===== config.mk =====
export PLATFORM = sky130hd
export DESIGN_NAME = hazard_ctrl
export DESIGN_NICKNAME = d
export VERILOG_FILES = /design/src/rtl/hazard_ctrl_pkg.sv /design/src/rtl/hazard_scoreboard.sv /design/src/rtl/hazard_ctrl.sv
export SDC_FILE = /design/constraint.sdc
export NUM_CORES = 1
export LEC_CHECK = 0
export CORE_ASPECT_RATIO = 0.75
export CORE_MARGIN = 2
export CORE_UTILIZATION = 30
export DETAILED_ROUTE_END_ITERATION = 16
export SYNTH_ARGS = -nofsm -noshare
export SYNTH_HDL_FRONTEND = slang
export SYNTH_SLANG_ARGS = --single-unit

===== constraint.sdc =====
create_clock -name clk -period 6.65 [get_ports clk]
set_clock_uncertainty 0.05 [all_clocks]
set_input_delay 0.9975 -clock clk [delete_from_list [all_inputs] [get_ports clk]]
set_output_delay 0.9975 -clock clk [all_outputs]
set_load 0.01 [all_outputs]

===== src/rtl/hazard_ctrl_pkg.sv =====
// Shared stage indices, divider FSM states and the stall/flush vectors for each priority case.
package hazard_ctrl_pkg;

  localparam int unsigned StgPc     = 0;
  localparam int unsigned StgIfId   = 1;
  localparam int unsigned StgIdExe  = 2;
  localparam int unsigned StgExeMem = 3;
  localparam int unsigned StgMemWb  = 4;

  typedef enum logic {
    HzRun     = 1'b0,
    HzDivBusy = 1'b1
  } hz_state_e;

  localparam logic [4:0] VecNone = 5'b00000;
  // Everything up to and including EXE/MEM is either killed or frozen.
  localparam logic [4:0] VecFront = (5'b1 << StgPc) | (5'b1 << StgIfId) |
                                    (5'b1 << StgIdExe) | (5'b1 << StgExeMem);
  localparam logic [4:0] FlushTrap    = VecFront;
  localparam logic [4:0] StallMemWait = VecFront;
  localparam logic [4:0] FlushMemWait = 5'b1 << StgMemWb;
  localparam logic [4:0] FlushJump    = (5'b1 << StgIfId) | (5'b1 << StgIdExe);
  localparam logic [4:0] StallHazard  = (5'b1 << StgPc) | (5'b1 << StgIfId);
  localparam logic [4:0] FlushHazard  = 5'b1 << StgIdExe;

endpackage


===== src/rtl/hazard_scoreboard.sv =====
// Pending-writer scoreboard for the single-outstanding divider, with its FSM and timeout.
module hazard_scoreboard
  import hazard_ctrl_pkg::*;
#(
  parameter int unsigned DIV_TIMEOUT = 40
) (
  input  logic        clk,
  input  logic        rst,
  input  logic        div_start_i,
  input  logic [4:0]  div_rdaddr_i,
  input  logic        div_done_i,
  input  logic        trap_flush_i,
  output logic [31:0] pend_o,
  output logic        div_busy_o,
  output logic        div_err_o
);

  localparam int unsigned TmoW = $clog2(DIV_TIMEOUT + 1);

  hz_state_e         state_q, state_d;
  logic [TmoW-1:0]   tmo_q, tmo_d;
  logic [31:0]       pend_q, pend_d;
  logic [4:0]        rd_q, rd_d;
  logic              err_q, err_d;
  logic              timeout;

  always_comb begin
    timeout = (state_q == HzDivBusy) && !div_done_i && (tmo_q == TmoW'(DIV_TIMEOUT - 1));
    state_d = state_q;
    tmo_d   = tmo_q;
    pend_d  = pend_q;
    rd_d    = rd_q;
    err_d   = 1'b0;
    if (trap_flush_i) begin
      pend_d  = '0;
      state_d = HzRun;
    end else begin
      if (state_q == HzDivBusy) begin
        tmo_d = tmo_q + 1'b1;
        if (div_done_i) begin
          pend_d[rd_q] = 1'b0;
          state_d      = HzRun;
        end else if (timeout) begin
          pend_d  = '0;
          state_d = HzRun;
          err_d   = 1'b1;
        end
      end
      // Set after clear so a back-to-back divide to the same rd stays pending.
      if (div_start_i) begin
        pend_d[div_rdaddr_i] = 1'b1;
        rd_d                 = div_rdaddr_i;
        state_d              = HzDivBusy;
        tmo_d                = '0;
      end
    end
  end

  always_ff @(posedge clk) begin
    if (rst) begin
      state_q <= HzRun;
      tmo_q   <= '0;
      pend_q  <= '0;
      rd_q    <= '0;
      err_q   <= 1'b0;
    end else begin
      state_q <= state_d;
      tmo_q   <= tmo_d;
      pend_q  <= pend_d;
      rd_q    <= rd_d;
      err_q   <= err_d;
    end
  end

  assign pend_o     = pend_q;
  assign div_busy_o = (state_q == HzDivBusy);
  assign div_err_o  = err_q;

endmodule


===== src/rtl/hazard_ctrl.sv =====
// Pipeline hazard detection: load-use, divider scoreboard, bus wait and redirect priority.
// Optional stall counters are built when HAZARD_STALL_CNT_EN is defined.
module hazard_ctrl
  import hazard_ctrl_pkg::*;
#(
  parameter int unsigned DIV_TIMEOUT = 40,
  parameter int unsigned CNT_W       = 32
) (
  input  logic             clk,
  input  logic             rst,
  input  logic [4:0]       id_rs1_addr_i,
  input  logic             id_rs1_re_i,
  input  logic [4:0]       id_rs2_addr_i,
  input  logic             id_rs2_re_i,
  input  logic [4:0]       id_rd_addr_i,
  input  logic             id_rdwe_i,
  input  logic             id_is_div_i,
  input  logic [4:0]       exe_rdaddr_i,
  input  logic             exe_rdwe_i,
  input  logic             exe_memrd_i,
  input  logic             div_start_i,
  input  logic [4:0]       div_rdaddr_i,
  input  logic             div_done_i,
  input  logic             mem_req_i,
  input  logic             dbus_ready_i,
  input  logic             jump_req_i,
  input  logic             trap_flush_i,
  output logic [4:0]       stall_o,
  output logic [4:0]       flush_o,
  output logic             div_err_o,
  output logic             div_busy_o,
  output logic [CNT_W-1:0] cnt_loaduse_o,
  output logic [CNT_W-1:0] cnt_div_o,
  output logic [CNT_W-1:0] cnt_mem_o
);

  logic [31:0] pend;
  logic        lu, sb, mw;
  logic        rs1_hit, rs2_hit, waw_hit;

  hazard_scoreboard #(
    .DIV_TIMEOUT(DIV_TIMEOUT)
  ) u_scoreboard (
    .clk         (clk),
    .rst         (rst),
    .div_start_i (div_start_i),
    .div_rdaddr_i(div_rdaddr_i),
    .div_done_i  (div_done_i),
    .trap_flush_i(trap_flush_i),
    .pend_o      (pend),
    .div_busy_o  (div_busy_o),
    .div_err_o   (div_err_o)
  );

  always_comb begin
    lu = exe_memrd_i && exe_rdwe_i && (exe_rdaddr_i != 5'd0) &&
         ((id_rs1_re_i && (id_rs1_addr_i == exe_rdaddr_i)) ||
          (id_rs2_re_i && (id_rs2_addr_i == exe_rdaddr_i)));
    rs1_hit = id_rs1_re_i && (id_rs1_addr_i != 5'd0) && pend[id_rs1_addr_i];
    rs2_hit = id_rs2_re_i && (id_rs2_addr_i != 5'd0) && pend[id_rs2_addr_i];
    waw_hit = id_rdwe_i && (id_rd_addr_i != 5'd0) && pend[id_rd_addr_i];
    sb      = rs1_hit || rs2_hit || waw_hit || (id_is_div_i && div_busy_o);
    mw      = mem_req_i && !dbus_ready_i;
  end

  always_comb begin
    stall_o = VecNone;
    flush_o = VecNone;
    if (!rst) begin
      if (trap_flush_i) begin
        flush_o = FlushTrap;
      end else if (mw) begin
        stall_o = StallMemWait;
        flush_o = FlushMemWait;
      end else if (jump_req_i) begin
        flush_o = FlushJump;
      end else if (sb || lu) begin
        stall_o = StallHazard;
        flush_o = FlushHazard;
      end
    end
  end

`ifdef HAZARD_STALL_CNT_EN
  logic             win_mw, win_hz;
  logic [CNT_W-1:0] cnt_lu_q, cnt_lu_d, cnt_div_q, cnt_div_d, cnt_mem_q, cnt_mem_d;

  assign win_mw = !rst && !trap_flush_i && mw;
  assign win_hz = !rst && !trap_flush_i && !mw && !jump_req_i;

  always_comb begin
    cnt_lu_d  = cnt_lu_q;
    cnt_div_d = cnt_div_q;
    cnt_mem_d = cnt_mem_q;
    if (win_hz && lu && !(&cnt_lu_q))   cnt_lu_d  = cnt_lu_q + 1'b1;
    if (win_hz && sb && !(&cnt_div_q))  cnt_div_d = cnt_div_q + 1'b1;
    if (win_mw && !(&cnt_mem_q))        cnt_mem_d = cnt_mem_q + 1'b1;
  end

  always_ff @(posedge clk) begin
    if (rst) begin
      cnt_lu_q  <= '0;
      cnt_div_q <= '0;
      cnt_mem_q <= '0;
    end else begin
      cnt_lu_q  <= cnt_lu_d;
      cnt_div_q <= cnt_div_d;
      cnt_mem_q <= cnt_mem_d;
    end
  end

  assign cnt_loaduse_o = cnt_lu_q;
  assign cnt_div_o     = cnt_div_q;
  assign cnt_mem_o     = cnt_mem_q;
`else
  assign cnt_loaduse_o = '0;
  assign cnt_div_o     = '0;
  assign cnt_mem_o     = '0;
`endif

endmodule


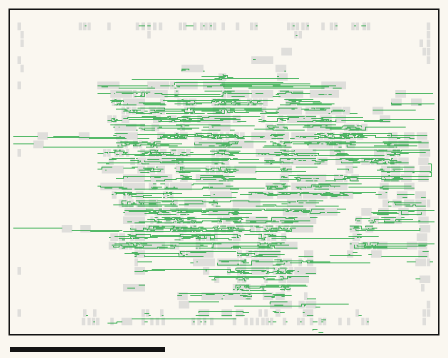
*Signal wires on met1*
Bar = 50 um.
longest straight run	44.2 um
share of all routed wire	48%
nets with wire on the layer	423
via count: 3352
met1 usage: 0.214

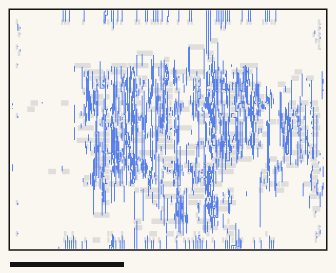
*The metal 2 layer*
Bar = 50 um.
share of all routed wire	44%
wire length on this layer	4810 um
main direction	vertical
nets with wire on the layer	459
longest straight run	42.7 um
WL final: 11100 um
met2 GRT Util: 0.216

==> deck_impl_summary.md <==
Physical Implementation Snapshot

Power and ir drop
  • LEAKAGE: 1.56 nW
  • NetSw: 0.000191 W
  • Seq pwr share: 0.402
  • Pwr Total: 0.000694 W

Clock tree
  • Number of CTS-inserted buffers: 5
  • H-tree Lvls: 2

Layout
  • Most instantiated logic cell after routing: conb_1
  • Max reg flops: 32
  • Area Overhead vs Synth: 7.33%
  • Register area: 901 sq um
  • Share of layout cells above drive strength 1: 0.0668
  • Top cells excl fill/tap: 97 x conb_1, 49 x clkdlybuf4s50_1, 45 x dfxtp_1
  • Multi-input gate area in the final layout: 0.00256 sq mm
  • Final nets: 534

Floorplanning
  • Chip width: 138 um
  • Row cnt: 36
  • Pre-Place Util: 0.310

Critical path
  • Flop-to-flop setup slack: 4.28 ns
  • Crit path top cell by count: clkdlybuf4s50_1
  • CP Depth: 7
  • Critical path's top delay family: buffers and inverters
  • Reg2reg start: u_scoreboard.tmo_q[4]$_SDFFE_PP0P_
  • CP max stage delay: 0.79 ns
  • CP Launch Type: primary input

Yosys
  • Chip Area, Yosys: 0.00405 sq mm
  • Cell Type Count: 58
  • # Cells Yosys: 476
  • Biggest area cells: dfxtp_1 22%, buf_4 19%, mux4_2 8.9%

Routing
  • Met1 wire length: 5270 um
  • Uppermost layer routed: met4
  • Avg WL per Cell: 16.6 um

Final timing
  • Tmin final: 4.81 ns
  • Setup TNS: 0 ns
  • Setup Viol. Count Final: 0
  • Actual slew at the worst max-slew pin: 1.07 ns

Min path
  • Worst hold path depth: 2
  • HP Class: flip-flop to flip-flop

Flow run
  • Tool warnings: 26

Placement
  • PortBufs: 49
  • Dpl cells: 658

Status
  • Run status: finished clean

GRT
  • Largest net degree at the start of global routing: 37
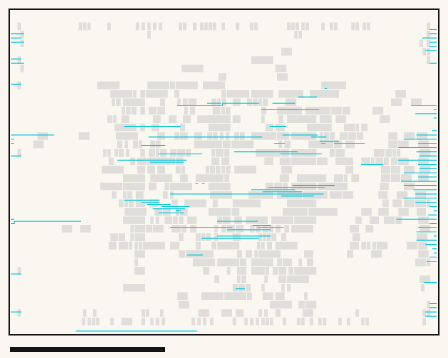
*The metal 3 layer*
Bar = 50 um.
share of all routed wire	7.9%
nets with wire on the layer	100
longest straight run	49.2 um
main direction	horizontal
M3 GR Usage: 0.0257

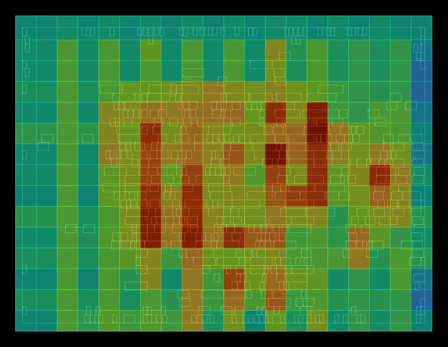
*Routing congestion map*
post-layout util: 0.332
gr usage total: 0.144

[power groups by stage]
stage	Sequential, W	Combinational, W	Clock, W
global route	0.000279	0.000152	0.000288
CTS	0.000279	0.000138	0.000277
detailed placement	0.000285	0.000137	0
finish	0.000279	0.000140	0.000275
floorplan	0.000280	0.000139	0
global placement	0.000284	0.000135	0
[worst min-delay path by stage]
stage | start | endpoint | slack, ns
finish | u_scoreboard.tmo_q[2]$_SDFFE_PP0P_ | u_scoreboard.tmo_q[2]$_SDFFE_PP0P_ | 0.45
global route | u_scoreboard.pend_o[17]$_SDFF_PP0_ | u_scoreboard.pend_o[17]$_SDFF_PP0_ | 0.49
CTS | u_scoreboard.tmo_q[2]$_SDFFE_PP0P_ | u_scoreboard.tmo_q[2]$_SDFFE_PP0P_ | 0.44
detailed placement | u_scoreboard.tmo_q[2]$_SDFFE_PP0P_ | u_scoreboard.tmo_q[2]$_SDFFE_PP0P_ | 0.43
global placement | u_scoreboard.tmo_q[2]$_SDFFE_PP0P_ | u_scoreboard.tmo_q[2]$_SDFFE_PP0P_ | 0.43
floorplan | u_scoreboard.tmo_q[2]$_SDFFE_PP0P_ | u_scoreboard.tmo_q[2]$_SDFFE_PP0P_ | 0.41
[cell type report]
type	count	area share
inverter	2	0.00173
tap	171	0.0493
timing repair buffer	50	0.115
clock buffer	5	0.0288
clock inverter	2	0.00807
sequential	45	0.207
multi-input combinational	390	0.590
[per-stage QoR]
step / util / worst slack, ns
after floorplan: - / 2.97
after detailed placement: 0.320 / 1.84
after CTS: 0.332 / 1.83
after global routing: 0.332 / 1.66
after global placement: 0.320 / 1.93
final: 0.332 / 1.84
Power figures rest on the tool's default switching activity, not on a simulated workload.
